<file path="src/rtl/cam_pkg.sv">
// Shared definitions for the camera stream generator and the cam2ram capture benches:
// pattern encodings, FSM states and the default bus timing.
package cam_pkg;

  typedef enum logic [1:0] {
    PAT_RAMP  = 2'd0,
    PAT_BARS  = 2'd1,
    PAT_RAM   = 2'd2,
    PAT_CONST = 2'd3
  } pattern_t;

  typedef enum logic {
    ST_IDLE = 1'b0,
    ST_RUN  = 1'b1
  } cam_state_t;

  localparam int DEF_H_ACTIVE = 160;
  localparam int DEF_H_BLANK  = 32;
  localparam int DEF_V_ACTIVE = 120;
  localparam int DEF_VS_LINES = 3;
  localparam int DEF_V_BP     = 4;
  localparam int DEF_V_FP     = 2;
  localparam int DEF_AW       = 16;

endpackage

</file>
<file path="src/rtl/cam_timing_cnt.sv">
// Column/line counters for one camera frame plus vsync/href decode of both the
// current position and the position the next pclk period will show.
module cam_timing_cnt #(
  parameter int H_ACTIVE = 160,
  parameter int H_BLANK  = 32,
  parameter int V_ACTIVE = 120,
  parameter int VS_LINES = 3,
  parameter int V_BP     = 4,
  parameter int V_FP     = 2,
  parameter int CW       = 8,
  parameter int LW       = 8
) (
  input  logic          sysclk,
  input  logic          reset,
  input  logic          advance,
  output logic [CW-1:0] col,
  output logic [CW-1:0] col_next,
  output logic          frame_last,
  output logic          vsync_now,
  output logic          href_now,
  output logic          vsync_next,
  output logic          href_next
);

  localparam int H_TOTAL   = H_ACTIVE + H_BLANK;
  localparam int V_TOTAL   = VS_LINES + V_BP + V_ACTIVE + V_FP;
  localparam int ACT_FIRST = VS_LINES + V_BP;
  localparam int ACT_END   = ACT_FIRST + V_ACTIVE;

  logic [CW-1:0] col_reg;
  logic [LW-1:0] line_reg;
  logic [LW-1:0] line_next;
  logic          col_last;
  logic          line_last;

  function automatic logic decode_vsync(input logic [LW-1:0] l);
    return l < LW'(VS_LINES);
  endfunction

  function automatic logic decode_href(input logic [CW-1:0] c, input logic [LW-1:0] l);
    return (c < CW'(H_ACTIVE)) && (l >= LW'(ACT_FIRST)) && (l < LW'(ACT_END));
  endfunction

  always_comb begin
    col_last  = (col_reg == CW'(H_TOTAL - 1));
    line_last = (line_reg == LW'(V_TOTAL - 1));
    col_next  = col_last ? '0 : col_reg + CW'(1);
    line_next = line_reg;
    if (col_last) begin
      line_next = line_last ? '0 : line_reg + LW'(1);
    end
  end

  always_ff @(posedge sysclk) begin
    if (reset) begin
      col_reg  <= '0;
      line_reg <= '0;
    end else if (advance) begin
      col_reg  <= col_next;
      line_reg <= line_next;
    end
  end

  assign col        = col_reg;
  assign frame_last = col_last && line_last;
  assign vsync_now  = decode_vsync(line_reg);
  assign href_now   = decode_href(col_reg, line_reg);
  assign vsync_next = decode_vsync(line_next);
  assign href_next  = decode_href(col_next, line_next);

endmodule

</file>
<file path="src/rtl/cam_stream_gen.sv">
// OV7670-style pixel bus transmitter: pclk = sysclk/2, vsync/href/d change on pclk
// falling edges, pixel data from a built-in pattern or a 1-cycle-latency frame RAM.
module cam_stream_gen
  import cam_pkg::*;
#(
  parameter int H_ACTIVE = DEF_H_ACTIVE,
  parameter int H_BLANK  = DEF_H_BLANK,
  parameter int V_ACTIVE = DEF_V_ACTIVE,
  parameter int VS_LINES = DEF_VS_LINES,
  parameter int V_BP     = DEF_V_BP,
  parameter int V_FP     = DEF_V_FP,
  parameter int AW       = DEF_AW
) (
  input  logic          sysclk,
  input  logic          reset,
  input  logic          enable,
  input  logic [1:0]    pattern_sel,
  input  logic [2:0]    const_val,
  output logic [AW-1:0] rdaddress,
  output logic          rden,
  input  logic [2:0]    q,
  output logic          pclk,
  output logic          vsync,
  output logic          href,
  output logic [2:0]    d,
  output logic          frame_done,
  output logic [7:0]    frame_count
);

  localparam int H_TOTAL = H_ACTIVE + H_BLANK;
  localparam int V_TOTAL = VS_LINES + V_BP + V_ACTIVE + V_FP;
  // Column is at least 8 bits so the bars pattern can always slice col[7:5].
  localparam int CW = ($clog2(H_TOTAL) > 8) ? $clog2(H_TOTAL) : 8;
  localparam int LW = ($clog2(V_TOTAL) > 1) ? $clog2(V_TOTAL) : 1;

  cam_state_t    state_reg, state_next;
  logic          entry, rise, fall, frame_end, load, stop;
  logic          pclk_reg, vsync_reg, href_reg, frame_done_reg;
  logic [2:0]    d_reg;
  logic [7:0]    frame_count_reg;
  logic [AW-1:0] pix_cnt_reg;
  pattern_t      pat_reg, pat_use;
  logic [CW-1:0] col, col_next, load_col;
  logic          frame_last, vsync_now, href_now, vsync_next, href_next;
  logic          load_vsync, load_href;

  cam_timing_cnt #(
    .H_ACTIVE(H_ACTIVE), .H_BLANK(H_BLANK), .V_ACTIVE(V_ACTIVE),
    .VS_LINES(VS_LINES), .V_BP(V_BP), .V_FP(V_FP), .CW(CW), .LW(LW)
  ) u_timing (
    .sysclk    (sysclk),
    .reset     (reset),
    .advance   (fall),
    .col       (col),
    .col_next  (col_next),
    .frame_last(frame_last),
    .vsync_now (vsync_now),
    .href_now  (href_now),
    .vsync_next(vsync_next),
    .href_next (href_next)
  );

  function automatic logic [2:0] pixel_of(input pattern_t p, input logic [CW-1:0] c,
                                          input logic [2:0] cv, input logic [2:0] rd);
    case (p)
      PAT_RAMP: return c[2:0];
      PAT_BARS: return c[7:5];
      PAT_RAM:  return rd;
      default:  return cv;
    endcase
  endfunction

  always_ff @(posedge sysclk) begin
    if (reset) state_reg <= ST_IDLE;
    else       state_reg <= state_next;
  end

  always_comb begin
    state_next = state_reg;
    entry      = 1'b0;
    rise       = 1'b0;
    fall       = 1'b0;
    frame_end  = 1'b0;
    case (state_reg)
      ST_IDLE: begin
        if (enable) begin
          state_next = ST_RUN;
          entry      = 1'b1;
        end
      end
      ST_RUN: begin
        if (pclk_reg) begin
          fall = 1'b1;
          if (frame_last) begin
            frame_end = 1'b1;
            if (!enable) state_next = ST_IDLE;
          end
        end else begin
          rise = 1'b1;
        end
      end
      default: state_next = ST_IDLE;
    endcase
  end

  always_comb begin
    pat_use    = (entry || frame_end) ? pattern_t'(pattern_sel) : pat_reg;
    load       = entry || (fall && (state_next == ST_RUN));
    stop       = fall && (state_next == ST_IDLE);
    load_col   = entry ? col : col_next;
    load_vsync = entry ? vsync_now : vsync_next;
    load_href  = entry ? href_now : href_next;
  end

  // The RAM samples the read on the pclk rising edge; q is then taken into d on the falling edge.
  assign rden      = rise && href_next && (pat_reg == PAT_RAM);
  assign rdaddress = pix_cnt_reg;

  always_ff @(posedge sysclk) begin
    if (reset) begin
      pclk_reg        <= 1'b0;
      vsync_reg       <= 1'b0;
      href_reg        <= 1'b0;
      d_reg           <= 3'd0;
      frame_done_reg  <= 1'b0;
      frame_count_reg <= 8'd0;
      pix_cnt_reg     <= '0;
      pat_reg         <= PAT_RAMP;
    end else begin
      frame_done_reg <= frame_end;
      if (frame_end) frame_count_reg <= frame_count_reg + 8'd1;
      if (rise)      pclk_reg <= 1'b1;
      else if (fall) pclk_reg <= 1'b0;
      // The read address is the running count of active pixels in this frame.
      if (entry || frame_end) begin
        pat_reg     <= pat_use;
        pix_cnt_reg <= '0;
      end else if (rden) begin
        pix_cnt_reg <= pix_cnt_reg + AW'(1);
      end
      if (load) begin
        vsync_reg <= load_vsync;
        href_reg  <= load_href;
        d_reg     <= load_href ? pixel_of(pat_use, load_col, const_val, q) : 3'd0;
      end else if (stop) begin
        vsync_reg <= 1'b0;
        href_reg  <= 1'b0;
        d_reg     <= 3'd0;
      end
    end
  end

  assign pclk        = pclk_reg;
  assign vsync       = vsync_reg;
  assign href        = href_reg;
  assign d           = d_reg;
  assign frame_done  = frame_done_reg;
  assign frame_count = frame_count_reg;

endmodule

</file>
<file path="config.mk">
export PLATFORM = sky130hd
export DESIGN_NAME = cam_stream_gen
export DESIGN_NICKNAME = d
export VERILOG_FILES = /design/src/rtl/cam_pkg.sv /design/src/rtl/cam_timing_cnt.sv /design/src/rtl/cam_stream_gen.sv
export SDC_FILE = /design/constraint.sdc
export NUM_CORES = 1
export LEC_CHECK = 0
export CORE_UTILIZATION = 58
export CTS_CLUSTER_DIAMETER = 60
export CTS_CLUSTER_SIZE = 24
export DETAILED_ROUTE_END_ITERATION = 10
export MAX_ROUTING_LAYER = met4
export PLACE_DENSITY = 0.85
export SYNTH_ARGS = -nofsm -noshare
export SYNTH_HDL_FRONTEND = slang
export SYNTH_SLANG_ARGS = --single-unit
</file>
<file path="constraint.sdc">
create_clock -name sysclk -period 9.3 [get_ports sysclk]
set_clock_uncertainty 0.1 [all_clocks]
set_input_delay 1.86 -clock sysclk [delete_from_list [all_inputs] [get_ports sysclk]]
set_output_delay 1.86 -clock sysclk [all_outputs]
set_load 0.03 [all_outputs]
</file>
==> run_1/io_fan.png <==
Scale: 6 px per um.
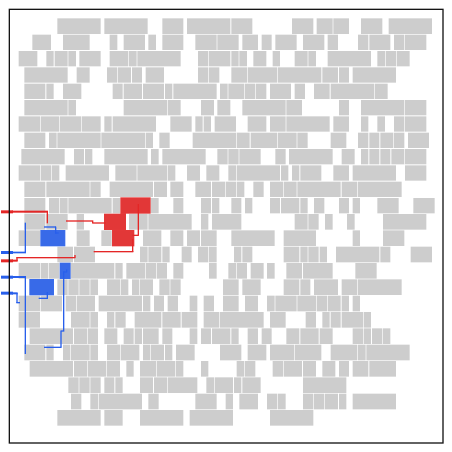
blue -> q  # bits 3, direction input, edge left, end cells 3, buffers 3, wire 46.8 um
red -> pattern_sel  # bits 2, direction input, edge left, end cells 3, buffers 2, wire 40.1 um
num ports: 43
Port-buffer cells: 42

==> run_1/placement.png <==
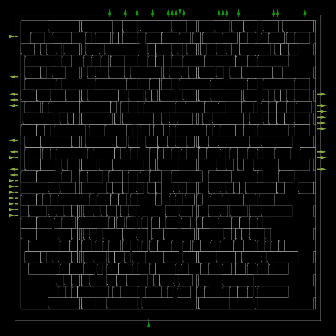
Flops: 50
fraction of area in registers: 0.298
core area: 4720 um2
Core Util, Final: 0.710

==> run_1/placement_by_type.png <==
Scale: 4 px per um.
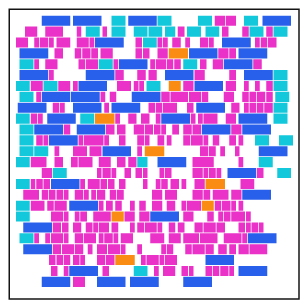
cyan -> other buffers and delay cells  # cells 44, share of their area 13%
blue -> flops  # cells 50, share of their area 31%
orange -> clock drivers and dummy loads  # cells 8, share of their area 2.9%
magenta -> combinational and other logic  # cells 295, share of their area 53%
row count: 25
final instance area: 3360 um2

==> run_1/flops_by_reg.png <==
Scale: 4 px per um.
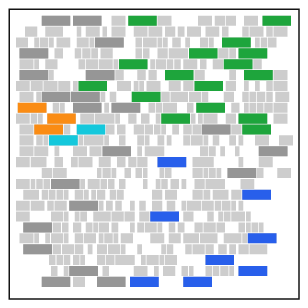
cyan -> pat_reg  # placed flops 2
blue -> u_timing.line_reg  # placed flops 8
green -> rdaddress  # placed flops 16
orange -> d  # placed flops 3
Flop area: 1000 um2
seq pwr: 0.221 mW

==> results.sh, run 1 <==
# physical design summary
export IMPL_die_h_um=72.0
export IMPL_crit_type="flip-flop to output port"
export IMPL_edf_count=0
export IMPL_nClkBuffers=5
export IMPL_clock_sinks=50
export IMPL_reg2reg_slack_ps=5850
export IMPL_ant_nets=0
export IMPL_mux_area_frac=0.0374
export IMPL_root_buffer="clkbuf_8"
export IMPL_cts_buffers=5
export IMPL_synth_seq_area_share=0.352
export IMPL_avgSynthCellArea_um2=7.73
export IMPL_placedCellCount=456
export IMPL_tool_warnings=28
export IMPL_yosys_area_um2=2850
export IMPL_critPathCaptureType="output port"
export IMPL_wl_met1_um=3120
export IMPL_grt_pass1_vias=2356
export IMPL_setup_viol=0
export IMPL_wire_per_inst_um=14.2
export IMPL_mostFrequentLayoutCell="dfxtp_1"
export IMPL_hold_viol_final=0
export IMPL_drv_cap=0
export IMPL_rr_startpoint="u_timing.col[0]"
export IMPL_dp_hpwl_um=4650
export IMPL_cts_tree="done"
export IMPL_path_cells="ha_1, nand3b_1, nor2_1, o21ai_1, and2_1, nor3_1, nand2_2, inv_1, clkdlybuf4s50_1"
export IMPL_final_layout_size_suffix_gt1_frac=0.0529
export IMPL_top_cells_by_count="50 x dfxtp_1, 39 x nor2_1, 35 x nand2_1"
export IMPL_crit_fanout=17
export IMPL_status="finished clean"
export IMPL_buffer_area_frac=0.130
export IMPL_finalNetCount=413
export IMPL_setup_ws_ps=3720
export IMPL_clkSlewWorstSetupHoldPaths_ps=100
export IMPL_synth_warnings=0
export IMPL_flop_cell="dfxtp_1"
export IMPL_n_tap_cell=67
export IMPL_stdcell_count=464
export IMPL_gp_congestion=0.900
export IMPL_clock_power_share=0.355
export IMPL_cpPeakStageDelay_ps=670
export IMPL_top_layer="met4"
export IMPL_min_to="d[1]"
export IMPL_hold_slack_ps=356
export IMPL_synth_largest_area_cell="dfxtp_1"
export IMPL_cts_hold_buf=0
==> run 2, diff against run 1 <==
--- a/config.mk
+++ b/config.mk
@@ -5,12 +5,12 @@
 export SDC_FILE = /design/constraint.sdc
 export NUM_CORES = 1
 export LEC_CHECK = 0
-export CORE_UTILIZATION = 58
+export CORE_UTILIZATION = 49
 export CTS_CLUSTER_DIAMETER = 60
 export CTS_CLUSTER_SIZE = 24
 export DETAILED_ROUTE_END_ITERATION = 10
 export MAX_ROUTING_LAYER = met4
-export PLACE_DENSITY = 0.85
+export PLACE_DENSITY = 0.76
 export SYNTH_ARGS = -nofsm -noshare
 export SYNTH_HDL_FRONTEND = slang
 export SYNTH_SLANG_ARGS = --single-unit
==> constraint.sdc (replaced) <==
create_clock -name sysclk -period 5.04 [get_ports sysclk]
set_clock_uncertainty 0.1 [all_clocks]
set_input_delay 1.008 -clock sysclk [delete_from_list [all_inputs] [get_ports sysclk]]
set_output_delay 1.008 -clock sysclk [all_outputs]
set_load 0.03 [all_outputs]
==> run_2/flops_by_reg.png <==
Scale: 4 px per um.
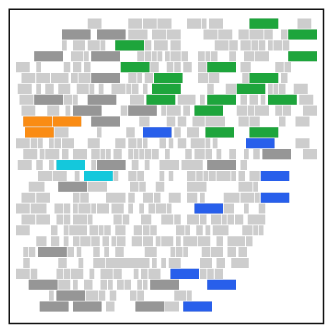
blue -> u_timing.line_reg  # placed flops 8
green -> rdaddress  # placed flops 16
cyan -> pat_reg  # placed flops 2
orange -> d  # placed flops 3
fraction of area in registers: 0.296
seq pwr: 0.407 mW
Core Util, Final: 0.610

==> run 2 against run 1 <==
Net effect: area after synthesis unchanged; critical path depth unchanged; via count down 0.80%; sequential share of layout area down 0.19 points; sequential power up 84%; global-route usage down 3.5 points; non-clock buffer count unchanged; final cell count up 0.86%; combinational power up 87%.
==> results.sh, run 2 <==
# physical design summary
export IMPL_final_layout_size_suffix_gt1_frac=0.0530
export IMPL_tool_warnings=28
export IMPL_portBuffers=42
export IMPL_yosys_area_um2=2850
export IMPL_setup_viol=0
export IMPL_wire_per_inst_um=14.3
export IMPL_grt_overflow_total=0
export IMPL_fin_crit_ps=4560
export IMPL_synth_seq_area_share=0.352
export IMPL_top_area_frac=0.352
export IMPL_grt_start_max_net_pins=25
export IMPL_top_power_group="sequential cells"
export IMPL_mostFrequentLayoutCell="dfxtp_1"
export IMPL_hold_viol_final=0
export IMPL_cts_buffers=5
export IMPL_largestClassByArea="combinational gates"
export IMPL_seq_area_um2=1000
export IMPL_logic_family="simple AND/OR/NAND/NOR gates"
export IMPL_stdcell_count=468
export IMPL_avgSynthCellArea_um2=7.73
export IMPL_edf_count=0
export IMPL_p_comb_frac=0.085
export IMPL_min_to="d[1]"
export IMPL_p_leak_nw=1.15
export IMPL_ys_cells=368
export IMPL_n_tap_cell=72
export IMPL_die_w_um=78.2
export IMPL_finalPower_mw=0.755
export IMPL_finalNetCount=413
export IMPL_hold_class="flip-flop to flip-flop"
export IMPL_peakVddDrop_mv=0.148
export IMPL_crit_type="flip-flop to output port"
export IMPL_cts_hold_buf=0
export IMPL_n_fill_cell=524
export IMPL_cts_resized=0
export IMPL_flop_cell="dfxtp_1"
export IMPL_crit_end="rden"
export IMPL_fin_area_um2=3380
export IMPL_dp_hpwl_um=4740
export IMPL_synthDistinctLibCells=51
export IMPL_largest_register_ffs=16
export IMPL_nClkBuffers=5
export IMPL_gp_congestion=0.905
export IMPL_top_cells_by_count="50 x dfxtp_1, 39 x nor2_1, 35 x nand2_1"
export IMPL_required_ps=3930
export IMPL_synth_largest_area_cell="dfxtp_1"
export IMPL_drcViolationCount=0
export IMPL_clock_sinks=50
export IMPL_wl_met1_um=3240
export IMPL_syn_cell_area_um2=2850
export IMPL_core_area_um2=5540
export IMPL_clockBufferDepth=2
export IMPL_cts_setup_buffers=0
export IMPL_startpoint="u_timing.col[0]"
export IMPL_placed_area_um2=3270
export IMPL_cts_tree="done"
export IMPL_cpMaxStageDelayCell="clkdlybuf4s50_1"
export IMPL_setup_ws_ps=476
export IMPL_root_buffer="clkbuf_8"
export IMPL_ant_nets=0
export IMPL_seqPwrFrac=0.539
export IMPL_p_int_mw=0.573
export IMPL_reg2reg_slack_ps=1750
export IMPL_crit_fanout=17
export IMPL_worst_path_buf_inv=2
export IMPL_n_sequential_cell=50
export IMPL_critPathCaptureType="output port"
export IMPL_drv_cap=0
export IMPL_ioPinCount=43
export IMPL_fin_crit_sh=0.906
export IMPL_final_clk_cell_share=0.0319
export IMPL_path_cells="ha_1, nand3b_1, nor2_2, o21ai_1, and2_1, nor3_1, nand2_2, inv_1, clkdlybuf4s50_1"
export IMPL_placedCellCount=461
export IMPL_mux_area_frac=0.0374
export IMPL_grt_pass1_vias=2458
export IMPL_postSynth_asyncResetShare=0
export IMPL_fp_row_count=27
export IMPL_buffer_area_frac=0.129
export IMPL_hold_slack_ps=358
export IMPL_inv_count=13
export IMPL_finalSetupTns_ps=0
export IMPL_dr_pass1_iters=5
export IMPL_clkSlewWorstSetupHoldPaths_ps=90
export IMPL_switching_share=0.241
export IMPL_status="finished clean"
export IMPL_rr_startpoint="u_timing.col[0]"
export IMPL_cpPeakStageDelay_ps=660
export IMPL_die_h_um=78.2
export IMPL_synth_warnings=0
export IMPL_top_layer="met4"
==> run_2/clk_routes.png <==
Scale: 4 px per um.
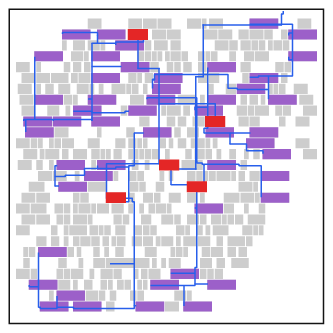
red -> clock drivers  # count 5
purple -> flip-flops  # count 50
blue -> clock wires  # length 647 um
flops lie = spread over the die
routed clock nets = 6
clk pwr: 0.284 mW
clock group share of total power: 0.376
Worst-Skew Late Latency: 310 ps

Power and IR drop assume default switching activity.
